--- src/rtl/key_capture_pkg.sv ---
// key_capture_pkg: FSM state encoding and one-hot key encoder shared by key_capture.
package key_capture_pkg;

    typedef enum logic [1:0] {IDLE, QUAL, HOLD, WAIT_REL} state_t;

    localparam int BTN_W = 4;

    function automatic logic [1:0] onehot4_to_idx(input logic [3:0] oh);
        return oh[3] ? 2'd3 : oh[2] ? 2'd2 : oh[1] ? 2'd1 : 2'd0;
    endfunction

endpackage

--- src/rtl/key_capture_sync_2ff.sv ---
// sync_2ff: two-flop synchronizer; all bits share the same stages so they stay aligned.
module sync_2ff #(
    parameter int WIDTH = 1
) (
    input  logic             clk,
    input  logic             rst_n,
    input  logic [WIDTH-1:0] i_d,
    output logic [WIDTH-1:0] o_q
);

    logic [WIDTH-1:0] r_s1;
    logic [WIDTH-1:0] r_s2;

    always_ff @(posedge clk or negedge rst_n) begin
        if (!rst_n) begin
            r_s1 <= '0;
            r_s2 <= '0;
        end else begin
            r_s1 <= i_d;
            r_s2 <= r_s1;
        end
    end

    assign o_q = r_s2;

endmodule

--- src/rtl/key_capture.sv ---
// key_capture: qualifies a stable single-button press into a 2-bit key with valid/ready handshake.
// Define KEY_CAPTURE_SYNC_EN to pass btn/invalid through a 2-flop synchronizer (+2 cycles latency).
module key_capture
    import key_capture_pkg::*;
#(
    parameter int STABLE_CYCLES = 4
) (
    input  logic             clk,
    input  logic             rst_n,
    input  logic [BTN_W-1:0] btn,
    input  logic             invalid,
    input  logic             key_ready,
    output logic             key_valid,
    output logic [1:0]       key_code,
    output logic             err_pulse,
    output logic             busy
);

    localparam int CNT_W = $clog2(STABLE_CYCLES + 1);
    localparam logic [CNT_W-1:0] CNT_LAST = CNT_W'(STABLE_CYCLES - 1);

    logic [BTN_W-1:0] w_btn;
    logic             w_invalid;

`ifdef KEY_CAPTURE_SYNC_EN
    logic [BTN_W:0] w_sync;

    sync_2ff #(.WIDTH(BTN_W + 1)) u_sync (
        .clk   (clk),
        .rst_n (rst_n),
        .i_d   ({invalid, btn}),
        .o_q   (w_sync)
    );

    assign {w_invalid, w_btn} = w_sync;
`else
    assign w_btn     = btn;
    assign w_invalid = invalid;
`endif

    state_t           r_state, w_state_nx;
    logic [CNT_W-1:0] r_cnt, w_cnt_nx;
    logic [BTN_W-1:0] r_cand, w_cand_nx;
    logic             r_valid, w_valid_nx;
    logic [1:0]       r_code, w_code_nx;
    logic             r_err, w_err_nx;
    logic             r_busy;
    logic             w_zero;
    logic             w_last;
    logic [CNT_W-1:0] w_cnt_inc;

    assign w_zero    = (w_btn == '0);
    assign w_last    = (r_cnt == CNT_LAST);
    // terminal compare gates the increment so the counter never wraps
    assign w_cnt_inc = w_last ? r_cnt : r_cnt + CNT_W'(1);

    always_comb begin
        w_state_nx = r_state;
        w_cnt_nx   = r_cnt;
        w_cand_nx  = r_cand;
        w_valid_nx = r_valid;
        w_code_nx  = r_code;
        w_err_nx   = 1'b0;
        case (r_state)
            IDLE: begin
                if (w_zero) begin
                    w_state_nx = IDLE;
                end else if (w_invalid) begin
                    w_state_nx = WAIT_REL;
                    w_cnt_nx   = '0;
                    w_err_nx   = 1'b1;
                end else begin
                    w_state_nx = QUAL;
                    w_cand_nx  = w_btn;
                    w_cnt_nx   = CNT_W'(1);
                end
            end
            QUAL: begin
                if (w_invalid) begin
                    w_state_nx = WAIT_REL;
                    w_cnt_nx   = '0;
                    w_err_nx   = 1'b1;
                end else if (w_zero) begin
                    w_state_nx = IDLE;
                    w_cnt_nx   = '0;
                end else if (w_btn != r_cand) begin
                    w_cand_nx = w_btn;
                    w_cnt_nx  = CNT_W'(1);
                end else if (w_last) begin
                    w_state_nx = HOLD;
                    w_valid_nx = 1'b1;
                    w_code_nx  = onehot4_to_idx(r_cand);
                end else begin
                    w_cnt_nx = w_cnt_inc;
                end
            end
            HOLD: begin
                if (r_valid && key_ready) begin
                    w_state_nx = WAIT_REL;
                    w_valid_nx = 1'b0;
                    w_cnt_nx   = '0;
                end
            end
            WAIT_REL: begin
                if (!w_zero) begin
                    w_cnt_nx = '0;
                end else if (w_last) begin
                    w_state_nx = IDLE;
                    w_cnt_nx   = '0;
                end else begin
                    w_cnt_nx = w_cnt_inc;
                end
            end
        endcase
    end

    always_ff @(posedge clk or negedge rst_n) begin
        if (!rst_n) begin
            r_state <= IDLE;
            r_cnt   <= '0;
            r_cand  <= '0;
            r_valid <= 1'b0;
            r_code  <= 2'd0;
            r_err   <= 1'b0;
            r_busy  <= 1'b0;
        end else begin
            r_state <= w_state_nx;
            r_cnt   <= w_cnt_nx;
            r_cand  <= w_cand_nx;
            r_valid <= w_valid_nx;
            r_code  <= w_code_nx;
            r_err   <= w_err_nx;
            r_busy  <= (w_state_nx != IDLE);
        end
    end

    assign key_valid = r_valid;
    assign key_code  = r_code;
    assign err_pulse = r_err;
    assign busy      = r_busy;

endmodule

--- config.mk ---
export PLATFORM = sky130hd
export DESIGN_NAME = key_capture
export DESIGN_NICKNAME = d
export VERILOG_FILES = /design/src/rtl/key_capture_pkg.sv /design/src/rtl/key_capture_sync_2ff.sv /design/src/rtl/key_capture.sv
export SDC_FILE = /design/constraint.sdc
export NUM_CORES = 1
export LEC_CHECK = 0
export ABC_AREA = 1
export CAP_MARGIN = 10
export CORE_MARGIN = 3
export CORE_UTILIZATION = 56
export CTS_CLUSTER_SIZE = 25
export DETAILED_ROUTE_END_ITERATION = 8
export HOLD_SLACK_MARGIN = 0.06
export PLACE_DENSITY_LB_ADDON = 0.25
export SYNTH_ARGS = -nofsm -noshare
export SYNTH_HDL_FRONTEND = slang
export SYNTH_HIERARCHICAL = 1
export SYNTH_SLANG_ARGS = --single-unit
export TNS_END_PERCENT = 100
--- constraint.sdc ---
create_clock -name clk -period 2.67 [get_ports clk]
set_input_delay 0.4005 -clock clk [delete_from_list [all_inputs] [get_ports clk]]
set_output_delay 0.4005 -clock clk [all_outputs]
set_load 0.005 [all_outputs]
### Supply network

The bar under the picture is 10 um long. Pins as bars on the die edge.
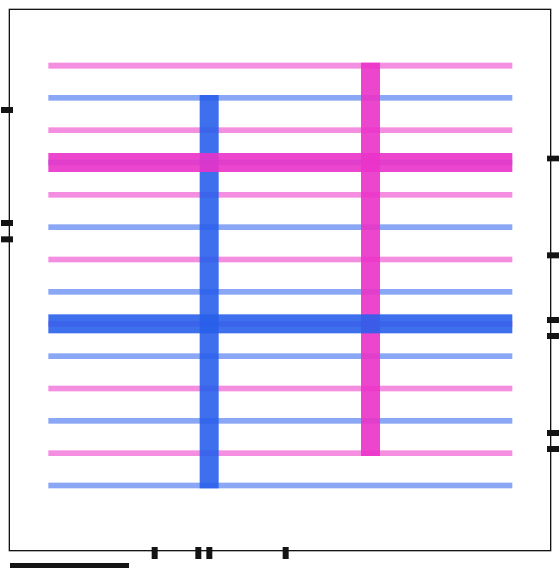
legend:
  magenta:
    net: VDD
  blue:
    net: VSS
rows: 13
signal pins: 13
met5 straps: 2
met4 straps: 2
met1 rails: 14
Die Height: 45.5 um
die span in x: 45.5 um
worst vdd ir: 0.521 mV
core region area: 1380 um2

### Cell classes on the final placement

The bar under the picture is 10 um long.
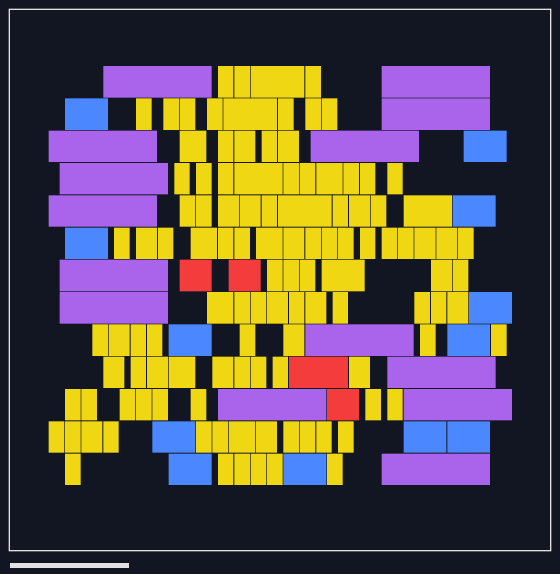
legend:
  purple:
    class: sequential cells
    cells: 14
  blue:
    class: remaining buffers and delay cells
    cells: 12
  yellow:
    class: combinational and other logic
    cells: 113
  red:
    class: clock drivers and dummy loads
    cells: 4
Final Cell Area: 1040 um2
Std-Cell Rows: 13
Seq/total area: 33.7%
Final Core Density: 75.3%

### Clock wires, drivers and flops

The bar under the picture is 10 um long.
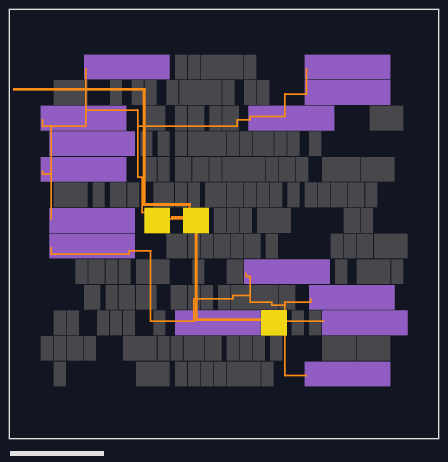
legend:
  purple:
    item: flip-flops
    count: 14
  yellow:
    item: clock drivers
    count: 3
  orange:
    item: clock wires
    length: 184 um
routed clock nets: 4
clk pwr: 155 uW
Clock Skew: 0.000879 ns
Clock Latency Late Sink: 0.28 ns
Clk pwr share: 20.3%

### Metal layers overlaid

Two of the layers only.
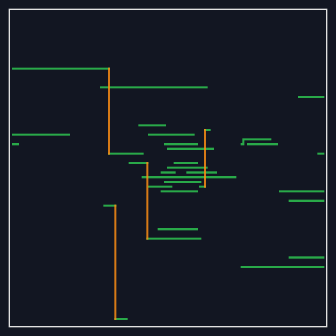
legend:
  green:
    layer: metal 3
    wire_length: 166 um
  orange:
    layer: metal 4
    wire_length: 47.6 um
wire per inst: 12.2 um
DR vias: 853
routed wire length: 1920 um
total track usage: 22.0%

==> flow_summary.toml <==
# flow metrics
[sta]
timing.final.ws_setup_ns = 1.01
relSlewSlack_pct = 58.6
final.period_utilization_pct = 62.3
period_needed_ns = 1.66
worst_slew_pin_slew_ns = 0.619
setup_tns_ns = 0
rsz0062_at_grt = "false"
finalHoldViolCount = 0
setup_viol = 0
slew_violations = 0

[floorplanning]
io_pins = 13
dieArea_um2 = 2070
fp-utilization_pct = 63.2

[logic_synthesis]
yosys-top-cells-area = "dfrtp_1 40%, nand2_1 20%, inv_1 8.2%"
netlist_instances = 128
syn_area_per_cell_um2 = 6.82
synth-compound-area-share_pct = 6.30
ys.flops = 14
ys_async_sr_fraction_pct = 100
top_cells_by_count = "47 x nand2_1, 19 x inv_1, 14 x dfrtp_1"
logic_family = "simple AND/OR/NAND/NOR gates"
ys_sh_simple_pct = 39.0
synth_top_cell_by_area = "dfrtp_1"
yosysWarnings = 6
syn_nets = 139
synth_chip_area_um2 = 873
synth.distinct_cells = 17
edf_count = 0
top_area_share_pct = 40.1
flop_cell = "dfrtp_1"
xor_share_pct = 0
ys_sh_adder_pct = 4.30
seq_area_frac_synth_pct = 40.1

[worst_setup_path]
cp-end-kind = "flip-flop"
reg2reg_to = "busy$_DFF_PN0_"
crit_chain = "clkdlybuf4s50_1 -> inv_1 -> nand2_1 -> nand2_1 -> nor2_2 -> nand3_2 -> nor2_2 -> nor2_1 -> nand2_1 -> nand2_1"
cp-start-kind = "primary input"
crit_slowest_cell = "clkdlybuf4s50_1"
startpoint = "btn[1]"
path_buffers = 2
ff2ff_path_depth = 7
rrSetupSlack_ns = 1.15
cpPeakStageDelay_ns = 0.51
worstPathRequired_ns = 2.85
crit_top_cell = "nand2_1"
crit_fanout = 4
crit_type = "primary input to flip-flop"
r2r_start = "r_cnt[0]$_DFFE_PN0P_"

[clock_tree]
cts_resized = 0
post_cts.repair.setup_buffers = 0
root_buffer = "clkbuf_4"
cts_sinks = 14
cts_max_path_buffers = 2
path_clk_slew_ns = 0.09
cts_made_buffers = 3
h-tree-depth = 1
cts_tree = "yes"

[pwr]
p_seq_share_pct = 42.8
finalPower_uw = 760
p_int_uw = 449
p_switching_uw = 311
comb_power_share_pct = 36.9
p_leak_nw = 0.563
power_density_nw_per_um2 = 730
swShare_pct = 40.9

[grt]
overflow = 0
grt_pass1_wl_um = 3250
grt_max_degree = 15
first_global_vias = 824
antenna_found_initial = 0

[place]
gp_congestion = 0.915
place_worst_setup_slack_ns = 0.715
hpwlAfterDp_um = 1490
portBuffers = 12

[final_layout]
drive_above_1_share_pct = 11.2
nFillCells = 102
fin_nets = 155
diodes = 0
syn2layout_area_growth_pct = 19.2

[drt]
viasPerCell = 5.40
dr.pass1.iters = 4
drt_iter0_markers = 53
drc = 0

[run_status]
outcome = "finished clean"

[run]
warnings = 27
drv_cap = 0
[layout make-up]
type	count	area [um2]	share of cell area, %
Timing Repair Buffer	12	120	11.5
Sequential cell	14	350	33.7
Inverter	22	82.6	7.93
Tap cell	15	18.8	1.80
Clock buffer	4	36.3	3.49
Multi-Input combinational cell	91	433	41.6
[sequential cells by signal, indices dropped and copies added, names as in the netlist]
name and cells:
r_cand 4, r_cnt 3, key_code 2, r_state 2, busy 1, err_pulse 1, key_valid 1
[per-stage QoR]
step	cell area [um2]	hold slack, ns	instances
final	1040	0.499	158
after global routing	1040	0.505	158
after detailed placement	1000	0.478	154
after global placement	1000	0.466	154
after floorplan	873	0.105	128
after CTS	1040	0.499	158
[metal layers]
layer  track usage, %  routed length, um
met4             12.3                 47
met2             36.8                908
met3             5.93                166
met1             24.9                798
met5                0                  0
[placed cells by master, fill, tap and decap left out, types with 2 or more instances in the layout]
cell type,instances
nand2_2,3
dfrtp_1,14
clkbuf_4,3
nand2_1,47
nor2_2,3
inv_1,19
nand3_1,8
nor3_1,2
a21oi_1,3
ha_1,3
o21ai_1,2
nor2_4,2
clkdlybuf4s50_1,12
inv_2,3
o21ai_0,6
nor2_1,10
[worst max path at each step]
stage,to,cells past startpoint
finish,r_cnt[2]$_DFFE_PN0P_,10
global route,r_cnt[0]$_DFFE_PN0P_,10
CTS,r_cnt[2]$_DFFE_PN0P_,10
detailed placement,r_cnt[2]$_DFFE_PN0P_,10
global placement,r_cnt[0]$_DFFE_PN0P_,10
floorplan,r_cnt[2]$_DFFE_PN0P_,8
[power groups by stage]
stage / combinational, mW / clock (mW) / sequential, mW
6_report: 0.280 / 0.155 / 0.326
3_3_place_gp: 0.262 / 0 / 0.323
3_5_place_dp: 0.275 / 0 / 0.329
2_1_floorplan: 0.218 / 0 / 0.305
5_1_grt: 0.318 / 0.163 / 0.334
4_1_cts: 0.278 / 0.156 / 0.325
[cells by family after synthesis]
kind of cell / count (synthesis)
AND-OR/OR-AND: 11
adder cells (fa/ha/maj): 3
buffers and inverters: 23
flip-flops: 14
AND/OR/NAND/NOR: 77
No activity file was given, so power comes from the tool's default toggle rates.
